run_1/placement_by_type.png
The bar under the picture is 20 um long. Fill, decap, tap and diode cells in gray.
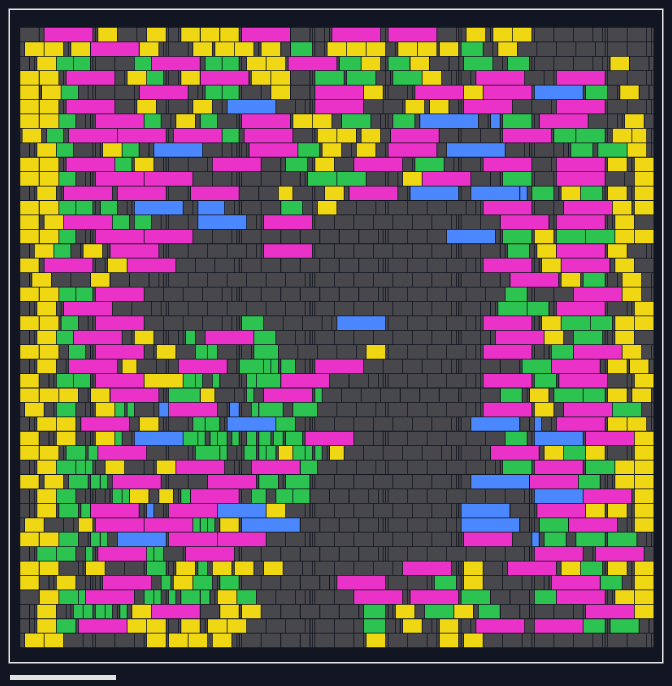
run_1/placement.png
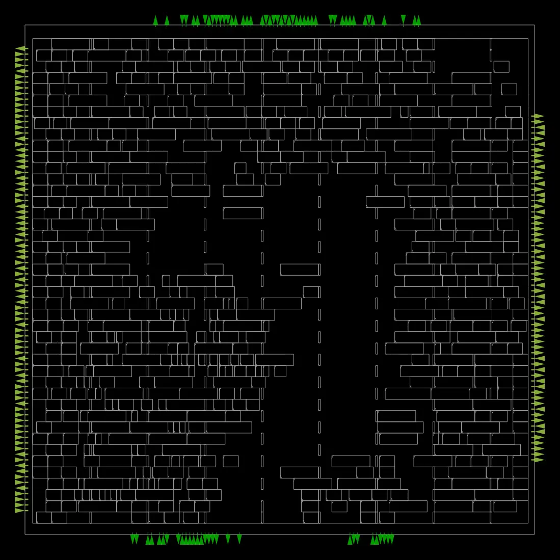
run_1/power_grid.png
Pins as bars on the die edge. Tap cells in gray.
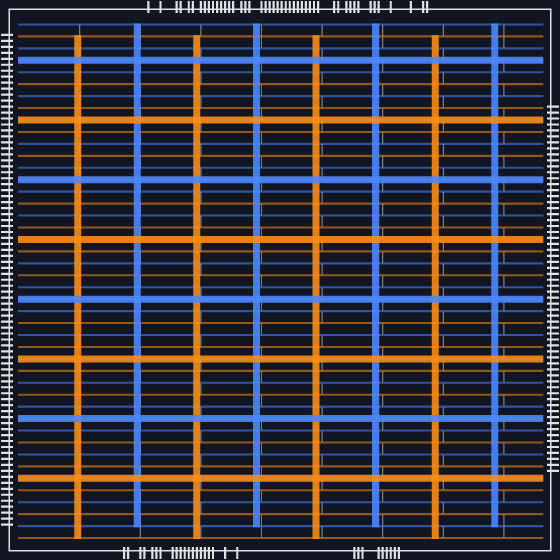
Design sisc_mem_arb_flat, sky130hd; sources not shown.
==> results.sh, run 1 <==
# implementation run metrics
export IMPL_finalCritPeriodShare_pct=61.7
export IMPL_skew_ns=0.00512
export IMPL_end_kind="flip-flop"
export IMPL_drive_above_1_share_pct=18.5
export IMPL_fin_ws_ns=1.30
export IMPL_cts_setup_buffers=0
export IMPL_critical_path_max_stage_delay_ns=0.51
export IMPL_drtPass1Iterations=4
export IMPL_cp_max_fo=33
export IMPL_synth_xor_area_share_pct=0
export IMPL_dpl_hpwl_mm=8.75
export IMPL_top_cell_area_share_pct=62.1
export IMPL_seq_power_share_pct=35.6
export IMPL_ant_nets=0
export IMPL_mux_share_pct=19.9
export IMPL_place_inst=723
export IMPL_synth_flops=125
export IMPL_status="finished, final reports clean"
export IMPL_via_per_inst=4.73
export IMPL_crit_path_start_kind="flip-flop"
export IMPL_yosys_warnings=0
export IMPL_logic_area_sq_um=1720
export IMPL_finalMaxSlewViolations=0
export IMPL_warning_count=30
export IMPL_maxSlewHeadroom_pct=37.4
export IMPL_ys_sh_aoi_pct=8.99
export IMPL_synth_cell_types=33
export IMPL_arrival_ns=2.39
export IMPL_p_leak_nw=3.53
export IMPL_clockPowerShare_pct=26.0
export IMPL_reg2reg_depth=5
export IMPL_routabilityCongestion=0.746
export IMPL_clk_latency_ns=0.41
export IMPL_ys_sh_simple_pct=3.63
export IMPL_ys_area_sq_um=5040
export IMPL_edf_count=0
export IMPL_path_buffers=2
export IMPL_p_int_mw=5.40
export IMPL_hold_slack_ns=0.420
export IMPL_row_count=43
export IMPL_worst_slew_pin_slew_ns=0.939
export IMPL_fp_dieW_um=123
export IMPL_fmax_ghz=0.477
export IMPL_drc_errors=0
export IMPL_fp_util_pct=36.0
export IMPL_topCombFamilyByArea="multiplexers"
export IMPL_portBuffers=219
export IMPL_final_cell_mix="clkdlybuf4s50_1, dfrtp_1, mux2_2"
export IMPL_hold_path_class="in -> async"
export IMPL_first_iter_violations=138
export IMPL_io_pins=220
export IMPL_adder_share_pct=1.49
export IMPL_stdcell_count=753
export IMPL_finalHoldViolations=0
export IMPL_synthTopCellsByCount="dfrtp_1, mux2_2, a22o_1, mux2_4, o21ai_0"
export IMPL_total_power_mw=7.31
export IMPL_avgSynthCellArea_sq_um=14.9
export IMPL_ys_seq_share_pct=62.1
export IMPL_setup_viol=0
export IMPL_grt_overflow_total=0
export IMPL_most_common_cell="dfrtp_1"
export IMPL_cts_sinks=125
export IMPL_crit_cells=5
export IMPL_cts_root_buffer="clkbuf_16"
export IMPL_netlist_area_sq_um=5040
export IMPL_post_cts_resized=0
export IMPL_dp_slack_ns=0.897
export IMPL_syn_num_nets=444
export IMPL_grt_pass1_vias=3882
export IMPL_clock_path_buffers=2
export IMPL_synthArstFlopShare_pct=100
export IMPL_r2r_setup_slack_ns=1.30
export IMPL_worstSetupPathType="reg -> reg"
export IMPL_regArea_sq_um=3130
export IMPL_path_clk_slew_ns=0.05
export IMPL_p_per_area_nw_per_um2=916
export IMPL_dieArea_sq_um=15100
export IMPL_yosys_area_top_type="dfrtp_1"
export IMPL_yosysCellCount=337
export IMPL_holdBufCountCts=0
export IMPL_fin_crit_ns=2.10
export IMPL_rsz0062_at_grt="false"
export IMPL_topCellsByArea="dfrtp_1, mux2_4, mux2_2, a22o_1, mux2i_1"
export IMPL_area_delta_synth_final_pct=58.4
export IMPL_antenna_cells=0
export IMPL_lay_top_count="clkdlybuf4s50_1"
export IMPL_grt_total_usage_pct=17.4
export IMPL_cp_slowest_cell="buf_4"
export IMPL_crit_chain="inv_1, ha_1, and3b_2, buf_4, mux2_2"
export IMPL_p_sw_share_pct=26.1
export IMPL_fin_nets=669
export IMPL_antenna_found_initial=0
export IMPL_cts_buffers_inserted=17
About placement_by_type.png:
Key: sequential cells = magenta [cells 125, share of their area 40%]; clock drivers and dummy loads = blue [cells 30, share of their area 8.0%]; combinational and other logic = green [cells 191, share of their area 23%]; remaining buffers and delay cells = yellow [cells 227, share of their area 29%]
post-layout util: 57.1%
Final Instance Area: 7980 sq um
Seq area share: 39.2%
core area: 14,000 sq um

About placement.png:
Layout fillers: 1,137
flop count: 125
Tapcells: 180

About power_grid.png:
Key: VSS = orange; VDD = blue
8 straps on met5. 44 met1 rails follow the rows. 220 signal pins sit on the boundary.
maximum vdd drop: 0.374 mV
Die H: 123 um

run 1: power groups by stage:
stage	clock network, mW	registers, mW	logic [mW]
2_1_floorplan	0	2.62	1.08
3_3_place_gp	0	2.58	2.76
3_5_place_dp	0	2.61	2.84
4_1_cts	1.95	2.61	2.85
5_1_grt	2.03	2.69	3.05
6_report	1.90	2.60	2.81
run 1: routing by layer:
metal  routed length [um]  track usage, %
met5                    0               -
met4                  129            5.75
met3                  992            6.13
met2                 5910            28.0
met1                 5250            20.5
run 1: layout make-up:
type	instances	area share, %
inverters	6	0.282
multi-input cells	185	21.6
well taps	180	2.82
clock inverters	8	2.07
flip-flops and latches	125	39.2
clock buffers	22	5.69
repair buffers	227	28.3
run_1/layer_met2.png
The bar under the picture is 20 um long.
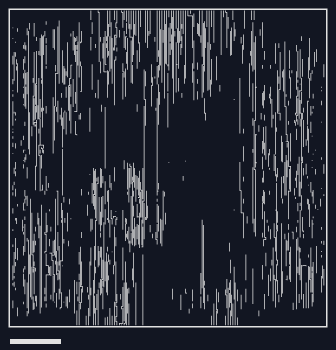

==> run 1 -> run 2 <==
--- a/config.mk
+++ b/config.mk
@@ -9,7 +9,7 @@
 export CORE_UTILIZATION = 35
 export DETAILED_ROUTE_END_ITERATION = 6
 export MAX_ROUTING_LAYER = met4
-export PLACE_DENSITY = 0.77
+export PLACE_DENSITY = 0.79
 export SETUP_SLACK_MARGIN = 0.05
 export SYNTH_ARGS = -nofsm -noshare
 export SYNTH_HDL_FRONTEND = slang
==> constraint.sdc (replaced) <==
create_clock -name clk -period 1.8 [get_ports clk]
set_input_delay 0.36 -clock clk [delete_from_list [all_inputs] [get_ports clk]]
set_output_delay 0.36 -clock clk [all_outputs]
set_load 0.005 [all_outputs]
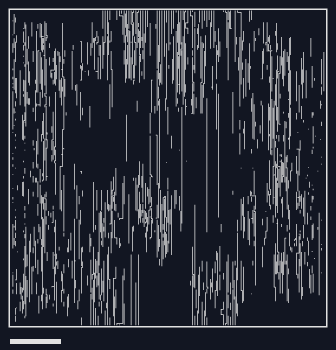
run_2/layer_met2.png
The bar under the picture is 20 um long.
The longest straight run is 52.0 um. 608 nets have wire on it. The layer holds 49% of the routed length. The wires run mostly vertical. The layer carries 6,260 um of wire.
routed wire length: 12.8 mm
vias: 3,634
met2 Usage GRT: 27.9%

==> run 2 against run 1 <==
Against the previous run:
- worst hold slack lost 0.0066 ns
- clock skew grew 0.0024 ns
- sequential power grew 91%
- synthesized cell count is the same
- count of clock-buffer cells in the layout grew 1
- via count grew 1.9%
- critical path depth shrank 4
- combinational power grew 97%
- die area is the same
- core utilization grew 1.8 points
- first-iteration DRC count shrank 25%
- critical path type is now reg -> out
==> results.sh, run 2 <==
# implementation run metrics
export IMPL_finalCritPeriodShare_pct=94.2
export IMPL_buffers_excl_clock=244
export IMPL_first_iter_violations=103
export IMPL_io_pins=220
export IMPL_finalHoldViolations=0
export IMPL_sh_comb_area_pct=21.4
export IMPL_worstSetupPathType="reg -> out"
export IMPL_crit_chain="clkdlybuf4s50_1"
export IMPL_skew_ns=0.00752
export IMPL_hold_slack_ns=0.413
export IMPL_synth_xor_area_share_pct=0
export IMPL_antenna_cells=0
export IMPL_largest_class="flip-flops and latches"
export IMPL_final_nonclk_buf_share_pct=30.4
export IMPL_logic_gates=185
export IMPL_synthArstFlopShare_pct=100
export IMPL_hold_path_class="in -> async"
export IMPL_grt_util_met3_pct=5.12
export IMPL_ys_area_sq_um=5040
export IMPL_end_kind="output pin"
export IMPL_critical_path_max_stage_delay_ns=0.55
export IMPL_most_common_cell="dfrtp_1"
export IMPL_ant_nets=0
export IMPL_ys_seq_share_pct=62.1
export IMPL_dr_wl_met2_mm=6.26
export IMPL_portBuffers=219
export IMPL_yosys_warnings=0
export IMPL_crit_cells=1
export IMPL_topCombFamilyByArea="multiplexers"
export IMPL_clk_share_pct=7.26
export IMPL_reg2reg_depth=6
export IMPL_stdcell_area_sq_um=8240
export IMPL_dpl_hpwl_mm=9.21
export IMPL_drc_errors=0
export IMPL_fp_util_pct=36.0
export IMPL_fin_crit_ns=1.69
export IMPL_r2r_setup_slack_ns=0.14
export IMPL_row_count=43
export IMPL_topCellsByArea="dfrtp_1, mux2_4, mux2_2, a22o_1, mux2i_1"
export IMPL_status="finished, final reports clean"
export IMPL_inv_count=6
export IMPL_cts_sinks=125
export IMPL_finalMaxSlewViolations=0
export IMPL_warning_count=30
export IMPL_top_usage_layer="met2"
export IMPL_yosysCellCount=337
export IMPL_maxSlewHeadroom_pct=75.8
export IMPL_p_leak_nw=3.63
export IMPL_synth_flops=125
export IMPL_setup_viol=0
export IMPL_path_clk_slew_ns=0.06
export IMPL_grt_overflow_total=0
export IMPL_pg_clk_mw=3.37
export IMPL_vdd_drop_max_mv=0.733
export IMPL_lay_top_count="clkdlybuf4s50_1"
export IMPL_tap_cell_count=180
export IMPL_nClkBuffers=23
export IMPL_cp_max_fo=3
export IMPL_yosys_area_top_type="dfrtp_1"
export IMPL_area_delta_synth_final_pct=63.5
export IMPL_dp_slack_ns=0.0370
export IMPL_grt_total_usage_pct=17.7
export IMPL_fin_nets=686
run 2: worst reg2reg max path, stage by stage (launching register included):
cell       delay (ns)
dfrtp_1          0.37
inv_2            0.09
ha_4             0.13
nor2b_4          0.15
and3b_4          0.32
clkbuf_16        0.20
mux2_4           0.30
run 2: repair_timing:
item | in CTS | in global routing
endpoints found under the setup margin | 21 | 31
hold buffers | 1 | 0
pin swaps | 0 | 1
setup buffers | 0 | 5
hold endpoints to repair | 21 | 0
gates resized | 1 | 10
gates cloned | 0 | 3
run 2: per-stage QoR:
stage                     cells  power [mW]
final                       772        13.9
after global routing        772        14.7
after CTS                   764        13.9
after detailed placement    731        10.4
after global placement      731        10.2
after floorplan             337        6.99
No activity file was given, so power comes from the tool's default toggle rates.
